met3.png
The bar under the picture is 20 µm long.
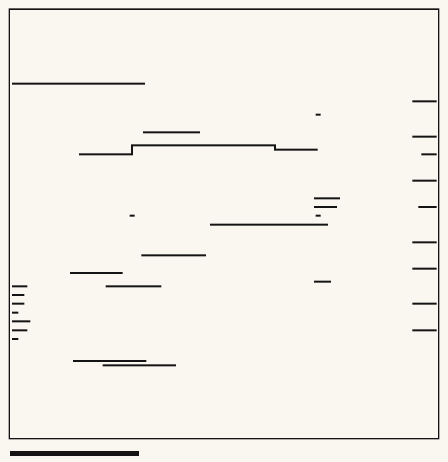
final_placement.png
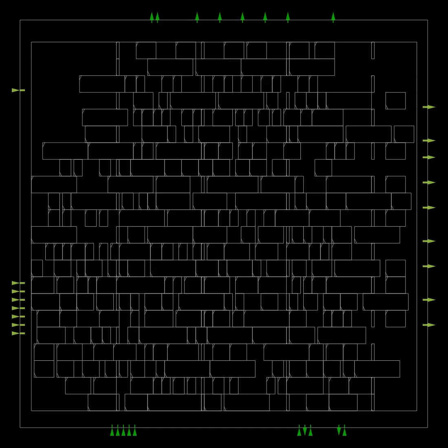
Design lzc_norm_pipe, sky130hd; sources not shown.
==> Changelog: implementation <==
## Flow update

* Status: finished clean
* CP delay by family, top: multiplexers
* Synth-to-Final Area Change at 40.8%
* Mapped Avg Cell Area at 8.23 µm²
* Post-synth area from yosys stat at between 1500 and 2000 µm²
* Reg2Reg Depth at 4
* RSZ-0062 raised after global routing: true
* Antenna-violating nets left at 0
* Synth unique cells at 38
* Type of the most critical hold path: reg -> reg
* Nets@finish at ~290
* Layout cells sized above 1 at 0.234
* Syn. warnings at 0
* First-pass GRT wire length at around 7.4 mm
* Vias in the first global route at between 1500 and 2000
* GP Congestion at ~0.85
* Critical path peak fanout at 6
* TritonCTS sink count at 36
* R2R setup slack at between 300 and 400 ps
* Num rows at 22
* Share of total power in combinational logic at 0.183
* CP arrival at between 1500 and 2000 ps
* Worst skew pair latency at between 200 and 300 ps
* Peak Freq at around 0.59 GHz
* Hold depth at 2
* GRT Util Overall at 0.216
* IO Count at 35
* Seq pwr share at 0.485
* Remaining DRCs at 0
* Crit. End Element: flop
* P_leak at ~1.1 nW
* Final Core Density at 0.675
* CP Class: reg -> reg
* Power consumption at ~1.6 mW
* CTS max path bufs at 2
* Post-Place Cells at 304
* Total grt overflow at 0
* Post-synthesis cell area at ~1800 µm²
* Power Dens Cells at ~630 nW/µm²
* Die X at ~66 µm
* Init Core Util at 0.479
* Internal Power at 1.17 mW
* Wire length per cell at about 13 µm
* Register clock-pin slew on the reported worst setup and hold paths at around 70 ps
* DIE HEIGHT at between 60 and 70 µm
* Ant diodes at 0
* FFs w/ async S/R, synth at 0
* Worst EP required at about 2200 ps
* Final Slew Violations at 0
## Picture notes: met3.png
- longest straight run: 22.1 µm
- nets with wire on the layer: 26
- wire length on this layer: 183 µm
- main direction: horizontal
final wirelength: 4.31 mm
vias: 1745
grt met3 use: 0.0494

## Picture notes: final_placement.png
# Taps: 48
final std cells w/o fill: 326
fillers: 328

==> cell usage after synthesis, drive strengths merged (2+ instances only) <==
library cell	count	area, µm²
mux4	2	45.0
mux2i	4	40.0
nand2b	3	18.8
nor4	3	18.8
dfxtp	36	721
mux2	12	158
or4	2	15.0
a22o	2	17.5
o2bb2ai	2	17.5
o21ai	6	30.0
nor2	14	52.6
a21oi	30	150
clkbuf	10	37.5
inv	5	18.8
nor3	2	10.0
o221ai	2	17.5
a311oi	2	17.5
buf	3	31.3
nand2	49	184
or3	3	18.8
nand3	6	30.0
nor2b	5	31.3
o22ai	3	18.8
==> kinds of logic (layout without fill, tap and decap cells) <==
group,count (synthesis),count (layout),share of synthesized area
AND-OR/OR-AND,55,55,0.188
buffers and inverters,18,78,0.0488
flip-flops,36,36,0.402
multiplexers,18,18,0.135
AND/OR/NAND/NOR,91,91,0.227
==> metrics by stage <==
step	hold slack [ps]	setup WS (ps)	cell area, µm²
after floorplan	432	367	1800
after global placement	443	-75.0	2270
after detailed placement	445	-128	2270
after CTS	452	301	2420
after global routing	471	280	2530
final	449	307	2530
==> worst register-to-register path: cells and delay by family (launching register included) <==
kind | cells | cell delay [ps]
muxes | 2 | 810
DFF | 1 | 410
AOI/OAI and AO/OA | 1 | 290
and+or+nand+nor | 1 | 80
==> power groups by stage <==
stage          combinational [mW]  clock (mW)  sequential [mW]
3_5_place_dp                0.257           0            0.793
3_3_place_gp                0.256           0            0.792
6_report                    0.293       0.530            0.774
2_1_floorplan               0.152           0            0.789
5_1_grt                     0.320       0.563            0.778
4_1_cts                     0.270       0.532            0.772
==> area by class of cell <==
| cell class | instances | area, µm² |
|---|---|---|
| multi-input combinational | 164 | 1060 |
| clock buffer | 8 | 90.1 |
| inverter | 5 | 18.8 |
| tap | 48 | 60.1 |
| sequential | 36 | 726 |
| timing repair buffer | 65 | 574 |
| fill | 328 | 1220 |
==> timing repair <==
action | 4_1_cts | 5_1_grt
buffers inserted | 7 | 7
resized | 37 | 20
pin swaps | 6 | 6
endpoints found under the setup margin | 28 | 18
hold endpoints to repair | 0 | 0
==> layer usage <==
layer | up-vias | share of wire | wire [µm]
met4 | 0 | 0.0074 | 32
met2 | 42 | 0.48 | 2090
met3 | 7 | 0.042 | 183
met1 | 805 | 0.47 | 2010
met5 | - | 0 | 0
li1 | 891 | - | -
Power is estimated from default activity; no workload was simulated.
